**Placement by cell class**

Drawn at 3 px/um.
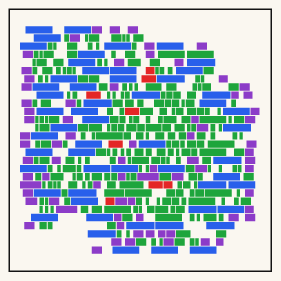
**Clock nets**

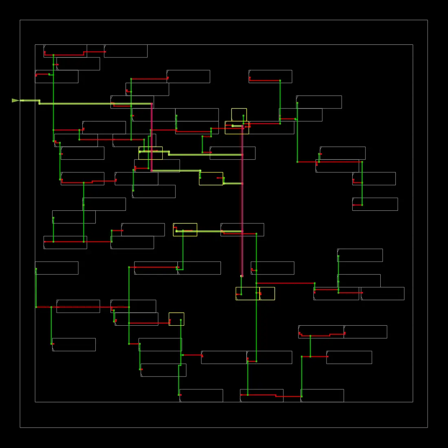
**Signal wires on met3**

Drawn at 4 px/um. Cells faint in the background.
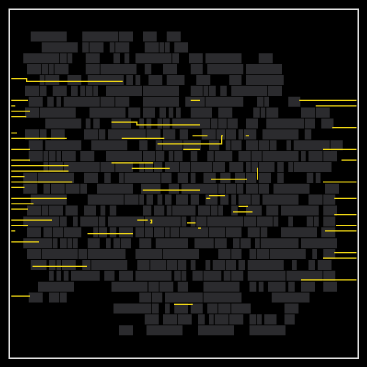
### src/rtl/mul16_seq_if.sv
// Start/operand request and status/product response bundle for mul16_seq.
// Start is taken only while ready; no backpressure on the result, which holds until the next start.
interface mul16_seq_if #(
    parameter int WIDTH = 16
);
    logic             start;
    logic [WIDTH-1:0] a;
    logic [WIDTH-1:0] b;
    logic             ready;
    logic             busy;
    logic             done;
    logic [WIDTH-1:0] product;

    modport master (
        output start, a, b,
        input  ready, busy, done, product
    );

    modport slave (
        input  start, a, b,
        output ready, busy, done, product
    );
endinterface

### src/rtl/mul16_seq.sv
// Shift-and-add 16x16 -> low-16 multiplier around one Add16; done pulses 16 cycles after the start edge.
// Start is accepted only in IDLE (ready=1) and is dropped, not queued, while RUN or DONE.
module mul16_seq #(
    parameter int WIDTH = 16
) (
    input  logic       clk,
    input  logic       reset,
    mul16_seq_if.slave bus
);
    typedef enum logic [1:0] {
        IDLE = 2'd0,
        RUN  = 2'd1,
        DONE = 2'd2
    } state_t;

    state_t           state;
    state_t           state_nxt;
    logic [WIDTH-1:0] mcand;
    logic [WIDTH-1:0] mplier;
    logic [WIDTH-1:0] acc;
    logic [4:0]       count;
    logic [WIDTH-1:0] sum;

    Add16 u_add (
        .a   (acc),
        .b   (mcand),
        .sum (sum)
    );

    always_ff @(posedge clk or posedge reset) begin
        if (reset) begin
            state <= IDLE;
        end else begin
            state <= state_nxt;
        end
    end

    always_comb begin
        state_nxt = state;
        case (state)
            IDLE:    if (bus.start) state_nxt = RUN;
            RUN:     if (count == 5'd15) state_nxt = DONE;
            DONE:    state_nxt = IDLE;
            default: state_nxt = IDLE;
        endcase
    end

    // Fixed 16 iterations: no early exit even when the multiplier runs out of ones.
    always_ff @(posedge clk or posedge reset) begin
        if (reset) begin
            mcand  <= '0;
            mplier <= '0;
            acc    <= '0;
            count  <= '0;
        end else begin
            case (state)
                IDLE: begin
                    if (bus.start) begin
                        mcand  <= bus.a;
                        mplier <= bus.b;
                        acc    <= '0;
                        count  <= '0;
                    end
                end
                RUN: begin
                    acc    <= mplier[0] ? sum : acc;
                    mcand  <= {mcand[WIDTH-2:0], 1'b0};
                    mplier <= {1'b0, mplier[WIDTH-1:1]};
                    count  <= count + 5'd1;
                end
                default: ;
            endcase
        end
    end

    assign bus.ready   = (state == IDLE);
    assign bus.busy    = (state == RUN);
    assign bus.done    = (state == DONE);
    assign bus.product = acc;
endmodule

// Plain 16-bit adder, carry out of bit 15 dropped.
module Add16 (
    input  logic [15:0] a,
    input  logic [15:0] b,
    output logic [15:0] sum
);
    assign sum = a + b;
endmodule

### src/flat_wrapper.sv
// flat-port wrapper written by rule: the top's interface ports become plain ports
module mul16_seq_flat 
#(
    parameter int WIDTH = 16
)
  (clk, reset, bus_start, bus_a, bus_b, bus_ready, bus_busy, bus_done, bus_product);
  mul16_seq_if #(.WIDTH(WIDTH)) bus_i ();
  input  logic clk;
  input  logic reset;
  input wire logic [$bits(bus_i.start)-1:0] bus_start;
  input wire logic [$bits(bus_i.a)-1:0] bus_a;
  input wire logic [$bits(bus_i.b)-1:0] bus_b;
  output wire logic [$bits(bus_i.ready)-1:0] bus_ready;
  output wire logic [$bits(bus_i.busy)-1:0] bus_busy;
  output wire logic [$bits(bus_i.done)-1:0] bus_done;
  output wire logic [$bits(bus_i.product)-1:0] bus_product;
  assign bus_i.start = bus_start;
  assign bus_i.a = bus_a;
  assign bus_i.b = bus_b;
  assign bus_ready = bus_i.ready;
  assign bus_busy = bus_i.busy;
  assign bus_done = bus_i.done;
  assign bus_product = bus_i.product;
  mul16_seq #(.WIDTH(WIDTH)) u_core (.clk(clk), .reset(reset), .bus(bus_i));
endmodule
### config.mk
export PLATFORM = sky130hd
export DESIGN_NAME = mul16_seq_flat
export DESIGN_NICKNAME = d
export VERILOG_FILES = /design/src/rtl/mul16_seq_if.sv /design/src/rtl/mul16_seq.sv /design/src/flat_wrapper.sv
export SDC_FILE = /design/constraint.sdc
export NUM_CORES = 1
export LEC_CHECK = 0
export CAP_MARGIN = 20
export CORE_MARGIN = 3
export CORE_UTILIZATION = 48
export DETAILED_ROUTE_END_ITERATION = 8
export PLACE_DENSITY = 0.85
export SETUP_SLACK_MARGIN = 0.5
export SYNTH_ARGS = -nofsm -noshare
export SYNTH_HDL_FRONTEND = slang
export SYNTH_SLANG_ARGS = --single-unit
export TNS_END_PERCENT = 100
### constraint.sdc
create_clock -name clk -period 2.3 [get_ports clk]
set_input_delay 0.46 -clock clk [delete_from_list [all_inputs] [get_ports clk]]
set_output_delay 0.46 -clock clk [all_outputs]
set_load 0.05 [all_outputs]
==> flow_summary.ini <==
; physical design summary
[status]
status = complete, no violations

[synthesis]
synthArstFlopShare_pct = 100
synth_top_flop_cell = dfrtp_1
yosysChipArea_um2 = 3140
common_cells = dfrtp_1, nand2_1, o21ai_0
ys_cells = 327
synth_flops = 55
synth_warnings = 0
synthesis.nets = 380
synth_dominant_cell_count = dfrtp_1
syn_area_per_cell_um2 = 9.60
syn_inst = 327
ys_types = 48
synth.area.top_cells = dfrtp_1, mux2i_1, o21ai_0
top_area_cell = dfrtp_1
syn_area_um2 = 3140
yosysSeqAreaShare_pct = 43.9
edf_count = 0
top_area_share_pct = 43.9

[finish]
area_growth_pct = 34.4
buffers_excl_clock = 74
largest_class = multi-input combinational cells
combGateArea_um2 = 1870
nonClockInverterCount = 10
buf_share_pct = 17.1
layoutNonFillerInstCount = 468
final_cell_mix = nand2_1, o21ai_0, dfrtp_1
flop_area_um2 = 1390
area.share.sequential_pct = 33.0
logic_gates = 246
final_common_cell = nand2_1
fin_nets = 445
clk_share_pct = 2.25
final_util_pct = 68.8
clockBufferCount = 5
num-fill-cells = 477
final_area_um2 = 4220
drive_gt1_share_pct = 21.4
n_antenna_cell = 0
combAreaFraction_pct = 44.3

[routing]
met2_length_mm = 3.63
drtIter0Drc = 126
detailroute.via_count = 2671
dr_wl_met3_um = 411
wire_per_inst_um = 15.8
wirelength_mm = 7.38
vias_per_cell = 5.71
wl_met1_mm = 3.25
drc_errors = 0
drt-pass1-iter-count = 4
top_layer_used = met4
ant_nets = 0

[grt]
globalRouteMet3Util_pct = 4.35
grt_max_degree = 51
grt_use_total_pct = 20.7
grt_pass1_wl_mm = 12.7
grt_use_met2_pct = 34.5
antenna_found_initial = 0
grtUsageMet1_pct = 27.3
grt_overflow = 0
busiest_layer = met2
grt_pass1_vias = 2729

[clock_network]
cts_sinks = 55
cts_tree = built
clkSlewWorstSetupHoldPaths_ps = 110
cts_buffer_depth = 2
cts_max_level = 2
cts_made_buffers = 5
cts_hold_buf = 0
root_buffer = clkbuf_8

[job]
timing.max_cap.violations = 0
warnings = 29

[placement]
port_buffers = 53
dp_hpwl_mm = 5.31
place_congestion = 0.937
dpl.cell_count = 447
place_area_um2 = 3980
preCtsSetupSlack_ps = 45.8

[final_timing]
finalHoldViolCount = 0
finalSetupTns_ps = 0
fin_crit_sh_pct = 97.6
fin_skew_ps = 10.2
worst_pin_slew_ps = 518
slew_headroom_pct = 65.5
slew_viol_final = 0
worst_slack_ps = 55.6
grt_setup_unrepaired = yes
setup_viol = 0
layout_min_cycle_time_ps = 2240
fmax_ghz = 0.446
fin_hold_ws_ps = 490

[power]
maxPowerGroup = combinational cells
combPwrFrac_pct = 59.8
clock_power_share_pct = 10.0
p_leak_nw = 1.77
clock_power_uw = 576
power_switching_mw = 2.63
sequentialPowerShare_pct = 30.1
intPower_mw = 3.11
ir_drop_mv = 0.771
pg_comb_mw = 3.43
p_total_mw = 5.74
switching_share_pct = 45.9
p_per_area_nw_per_um2 = 1360
pg_seq_mw = 1.73

[die]
num_io_pins = 54
chipArea_um2 = 7540
die-height_um = 86.9
tap_cells = 75
std_cell_rows = 28
core_um2 = 6130
initCoreUtil_pct = 51.2
die_width_um = 86.9

[worst_setup_path]
r2r-start = u_core.mcand[9]
rr_endpoint = u_core.bus.product[15]
critPathRequiredTime_ps = 2520
cp.depth = 7
cp-end-kind = register
ff2ff_path_depth = 7
path_buffers = 0
startpoint = u_core.mcand[9]
slowest_stage = dfrtp_1
worstSetupEndpoint = u_core.bus.product[15]
crit_arrival_ps = 2470
criticalPathCategory = reg -> reg
crit_path_max_fanout = 6
cpPeakStageDelay_ps = 430
critPathLaunchType = register
reg2reg_slack_ps = 60
path_delay_family = AND-OR/OR-AND gates
path_cells = ha_4, o21a_1, a2111oi_2, nor3_1, or3_1, and2_4, o311ai_2

[min_path]
hold_path_end = u_core.mplier[4]
hp-class = reg -> reg
min-delay-start = u_core.mplier[4]
hold_depth = 2
## Picture notes: 'placement by cell class'
legend:
  purple:
    class: other buffers and delay cells
    cells: 74
    share_of_their_area: 18%
  red:
    class: clock drivers and dummy loads
    cells: 8
    share_of_their_area: 2.3%
  green:
    class: all other logic
    cells: 256
    share_of_their_area: 46%
  blue:
    class: flops
    cells: 55
    share_of_their_area: 34%

## Picture notes: 'clock nets'
Flops: 55
worst-skew pair later-pin latency: 320 ps

## Picture notes: 'signal wires on met3'
share of all routed wire: 5.6%
main direction: horizontal
longest straight run: 23.9 um

## kinds of logic (layout without fill, tap and decap cells)
kind of cell               count (synthesis)  in the layout  synth area share, %
DFF                                       55             55                 43.9
buffers and inverters                     26             92                 3.19
adders and majority gates                 18             18                 7.42
AOI/OAI and AO/OA                         99             99                 19.9
muxes                                     32             32                 10.2
and+or+nand+nor                           89             89                 13.2
xor gates and xnor gates                   8              8                 2.23
## worst min-delay path, delay by kind of cell, from the launching register on
family	cells	cell delay [ps]
flops	1	360
compound gates	1	60
simple gates	1	50
## state kept, by name, indices dropped and copies added (netlist names)
name,count
u_core.state,2
u_core.bus.product,16
u_core.mplier,16
u_core.mcand,16
u_core.count,5
## what timing repair did
action                     in CTS  in global routing
resized                        34                 11
setup endpoints to repair      26                 15
pin swaps                      16                 12
buffers inserted               12                  1
